==> config.mk <==
export PLATFORM = sky130hd
export DESIGN_NAME = count12_monitor
export DESIGN_NICKNAME = d
export VERILOG_FILES = /design/src/rtl/count12_pkg.sv /design/src/rtl/count12_sat_ctr.sv /design/src/rtl/count12_monitor.sv
export SDC_FILE = /design/constraint.sdc
export NUM_CORES = 1
export LEC_CHECK = 0
export CAP_MARGIN = 40
export CORE_MARGIN = 2
export CORE_UTILIZATION = 40
export DETAILED_ROUTE_END_ITERATION = 7
export GPL_ROUTABILITY_DRIVEN = 0
export PLACE_DENSITY_LB_ADDON = 0.25
export RECOVER_POWER = 100
export SLEW_MARGIN = 20
export SYNTH_ARGS = -nofsm -noshare
export SYNTH_HDL_FRONTEND = slang
export SYNTH_SLANG_ARGS = --single-unit
==> constraint.sdc <==
create_clock -name clk -period 3.2 [get_ports clk]
set_clock_uncertainty 0.05 [all_clocks]
set_input_delay 0.48 -clock clk [delete_from_list [all_inputs] [get_ports clk]]
set_output_delay 0.48 -clock clk [all_outputs]
set_load 0.1 [all_outputs]
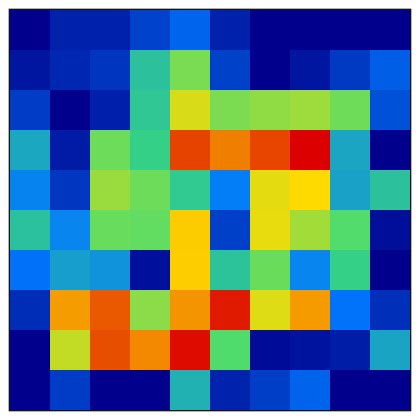
(run_1/cell_density.png)
Scale: 8 px per um. 10 x 10 tiles, from dark blue (low) to red (high), 0 to 100% covered.
15% of the tiles are over 75% full. 15% of the tiles are nearly empty. The emptiest ninth of the die: upper left. The fullest tile reaches 100%.
core box area: 1982 um2
Final Util: 46.78%

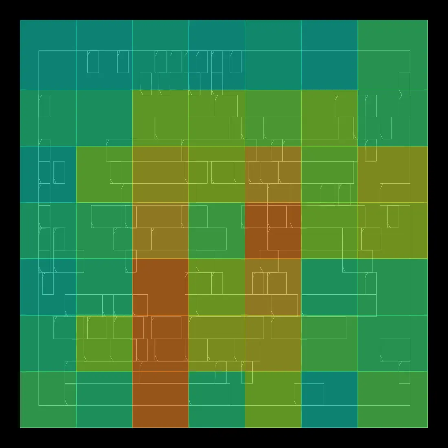
(run_1/congestion.png)
met2 usage: 17.98%
grt met3 use: 0.9091%
met1 track demand over resource: 11.97%

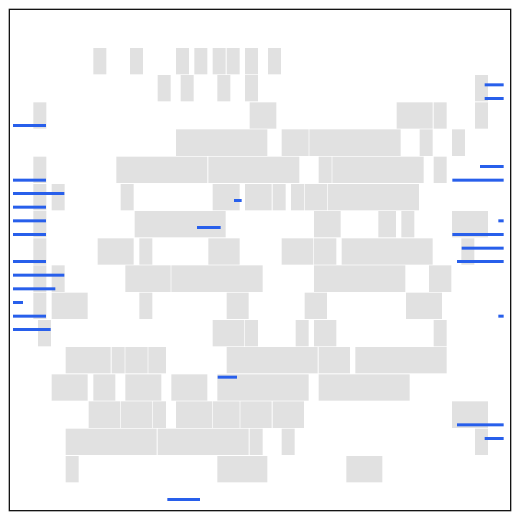
(run_1/layer_met3.png)
Scale: 10 px per um. Cells faint in the background.
The longest straight run is 4.80 um. The wires run mostly horizontal. The layer carries 75.2 um of wire. 25 nets have wire on it. The layer holds 5.9% of the routed length.
Via Count: 519
routed wire length: 1279 um

==> flow_summary_export.csv, run 1 <==
group,metric,value,unit
finish,stdcell_count,126,
finish,clkbuf_count,4,
clocking,htree_levels,1,
detailed_routing,ant_nets,0,
grt,grt-ovfl-total,0,
clocking,post_cts_resized,0,
yosys,logic_family,"buffers and inverters",
setup_path,crit_path_end_kind,"primary output",
pwr,ir_drop,0.6793,mV
placement,placed_cells,122,
die,rows,16,
grt,grt_usage,10.95,%
clocking,cts_buffers,3,
min_path,hold_depth,1,
finish,largest_class,"sequential cells",
pwr,power-top-group,"combinational logic",
pwr,pg_clk,0.132,mW
finish,seq_area,400.4,um2
pwr,p_per_area,979.6,nW/um2
placement,place_ws,1.228,ns
clocking,postCtsSetupBuffers,0,
yosys,synth_warnings,0,
yosys,synth.cell_area,845.8,um2
pwr,p_seq,0.268,mW
setup_path,cp_slowest_cell,"clkbuf_1",
setup_path,critPathKind,"register to primary output",
placement,postPlaceCellArea,962.2,um2
finish,flops,16,
run,maxCapViolCount,0,
finish,comb_cells,55,
setup_path,critPathMaxStageDelay,0.86,ns
sta,hold_ws,0.4718,ns
yosys,adder_share,2.959,%
setup_path,crit_chain,"clkdlybuf4s50_1 -> clkbuf_1",
yosys,yosys.area_share.simple,10.95,%
finish,num-nets-final,110,
setup_path,r2r_cells,3,
yosys,ys.flops,16,
die,tap_cells,27,
clocking,cts.hold.buffers_added,0,
grt,grt_max_degree,17,
yosys,mux_share,2.367,%
min_path,min_path_type,"register to register",
sta,tns,0,ns
yosys,ys_cells,77,
finish,nNonClkInverters,4,
grt,grt_pass1_wl,1987,um
setup_path,cp.arrival,1.95,ns
finish,lay_top_cells,"24 x conb_1, 16 x dfrtp_1, 11 x clkbuf_1",
clocking,cts_sinks,16,
finish,drive_above_1_share,4.040,%
sta,fin_crit_sh,77.59,%
setup_path,cp_max_fo,1,
pwr,combPwrFrac,56.0,%
sta,fmax,402.8,MHz
yosys,synthCells,77,
detailed_routing,drtIter0Drc,3,
detailed_routing,drc,0,
sta,slew_headroom,21.68,%
yosys,yosys.cell_types.count,24,
pwr,p_comb,0.508,mW
status,outcome,"complete, no violations",
pwr,power,0.9083,mW
yosys,yosys.stat.seqShare,47.34,%
finish,areaGrowthSynthToFinish,9.615,%
yosys,yosys_area,845.8,um2
pwr,p_switching,0.5365,mW
sta,finalSetupViolCount,0,
grt,antenna_found_initial,0,
finish,buffer_area_share,14.17,%
detailed_routing,viasPerCell,4.119,
setup_path,timing.reg2reg.setup_slack,1.53,ns
clocking,clock_latency,0.28,ns
## run 1: cells in the mapped netlist, types with 2 or more instances
cell	number	area share, %
nand4b_1	2	2.1
a31oi_1	2	1.5
dfrtp_1	16	47
mux2i_1	2	2.4
inv_1	3	1.3
ha_1	2	3.0
nor2_1	3	1.3
buf_4	24	21
nand2_1	3	1.3
xor2_1	5	5.2
o21a_1	2	1.8
## run 1: routing by layer
| layer | up-vias | routed length (um) | GRT usage [%] |
|---|---|---|---|
| met4 | 0 | 44 | 11.11 |
| met5 | - | 0 | 0 |
| met1 | 241 | 550 | 11.97 |
| met3 | 4 | 75 | 0.9091 |
| li1 | 247 | - | - |
| met2 | 27 | 608 | 17.98 |
## run 1: worst max-delay path, delay by kind of cell (launching register included)
kind / cells / cell delay, ns
buffers and inverters: 2 / 1.33
DFF: 1 / 0.34
==> run_1/io_fan.png <==
Scale: 6 px per um.
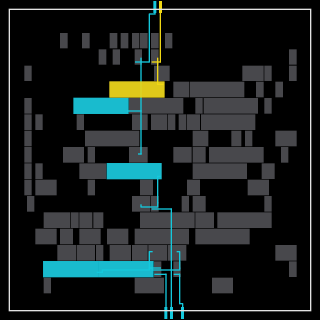

## Run 2: what changed since run 1
--- a/config.mk
+++ b/config.mk
@@ -7,7 +7,7 @@
 export LEC_CHECK = 0
 export CAP_MARGIN = 40
 export CORE_MARGIN = 2
-export CORE_UTILIZATION = 40
+export CORE_UTILIZATION = 39
 export DETAILED_ROUTE_END_ITERATION = 7
 export GPL_ROUTABILITY_DRIVEN = 0
 export PLACE_DENSITY_LB_ADDON = 0.25
==> constraint.sdc (replaced) <==
create_clock -name clk -period 2.5 [get_ports clk]
set_clock_uncertainty 0.05 [all_clocks]
set_input_delay 0.375 -clock clk [delete_from_list [all_inputs] [get_ports clk]]
set_output_delay 0.375 -clock clk [all_outputs]
set_load 0.1 [all_outputs]
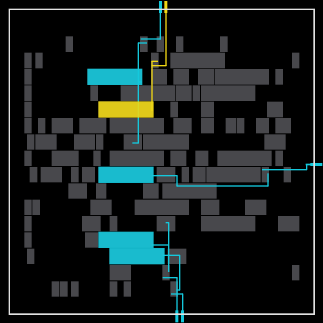
(run_2/io_fan.png)
Scale: 6 px per um.
Key: expected = cyan [direction output, edge 2 bottom, 1 right, 1 top, end cells 4, wire 92.2 um]; err_range = yellow [direction output, edge top, end cells 1, wire 20.4 um]
IO Count: 43
count of input and output buffers: 18

==> flow_summary_export.csv, run 2 <==
group,metric,value,unit
finish,clkbuf_count,3,
clocking,cts_sinks,16,
grt,top_usage_layer,"met2",
setup_path,path_delay_family,"buffers and inverters",
grt,antenna_found_initial,0,
grt,use_met2,15.13,%
die,tap_cells,27,
finish,drive_above_1_share,6.250,%
grt,grt_pass1_wl,1787,um
sta,fmax,512.5,MHz
detailed_routing,wl_met3,123,um
setup_path,critPathKind,"register to primary output",
yosys,yosys_area,845.8,um2
yosys,yosys.stat.seqShare,47.34,%
yosys,adder_share,2.959,%
detailed_routing,routed_wl,1159,um
pwr,ir_drop,0.6422,mV
yosys,synthCells,77,
detailed_routing,viasPerCell,4.057,
yosys,synth_warnings,0,
detailed_routing,drtIter0Drc,4,
grt,grt_usage,9.867,%
setup_path,cp_slowest_cell,"clkbuf_1",
yosys,ys.flops,16,
pwr,p_switching,0.6728,mW
grt,grt_use_met3,3.274,%
finish,seq_area,400.4,um2
grt,grt_use_met1,11.05,%
yosys,top_area_cell,"dfrtp_1",
pwr,p_per_area,1221,nW/um2
finish,flops,16,
detailed_routing,maxUsedRoutingLayer,"met4",
yosys,synth.cell_area,845.8,um2
setup_path,r2r_cells,3,
setup_path,critPathMaxStageDelay,0.87,ns
die,rows,16,
detailed_routing,num_vias,499,
sta,finalSetupViolCount,0,
finish,comb_cells,55,
pwr,combPwrFrac,58.2,%
clocking,post_cts_resized,0,
sta,tns,0,ns
status,outcome,"complete, no violations",
sta,slew_headroom,22.49,%
setup_path,cp.arrival,1.53,ns
finish,stdcell_count,123,
min_path,hold_depth,1,
detailed_routing,wl_met2,529,um
die,core_area,2002,um2
yosys,yosys.cell_types.count,24,
finish,largest_class,"sequential cells",
placement,postPlaceCellArea,927.1,um2
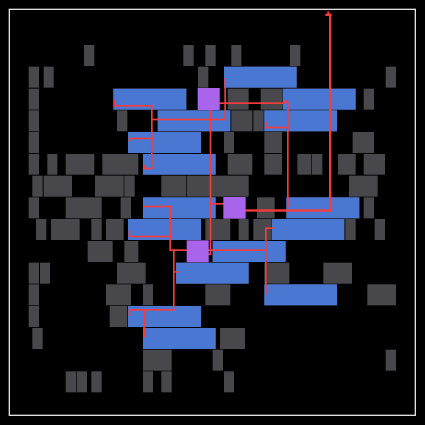
(run_2/clk_routes.png)
Scale: 8 px per um.
Key: clock wires = red [length 175 um]; clock drivers = purple [count 3]; flip-flops = blue [count 16]
There are 4 routed clock nets.
Clock Latency Late Sink: 0.27 ns
P_clk: 0.124 mW
clock group share of total power: 11.1%

[run 2: cell count changes in the layout (fill, tap and decap cells not counted)]
cell and change:
buf_4 +2, nor4_1 -1, clkbuf_1 -2, clkdlybuf4s50_1 -2, clkbuf_8 -1, nor4_4 +1
[run 2: power by group through the flow]
| stage | clock network [mW] | logic (mW) | registers, mW |
|---|---|---|---|
| 2_1_floorplan | 0 | 0.265 | 0.681 |
| 3_3_place_gp | 0 | 0.681 | 0.348 |
| 3_5_place_dp | 0 | 0.681 | 0.350 |
| 4_1_cts | 0.130 | 0.681 | 0.345 |
| 5_1_grt | 0.142 | 0.672 | 0.350 |
| 6_report | 0.124 | 0.651 | 0.343 |
Power is estimated from default activity; no workload was simulated.
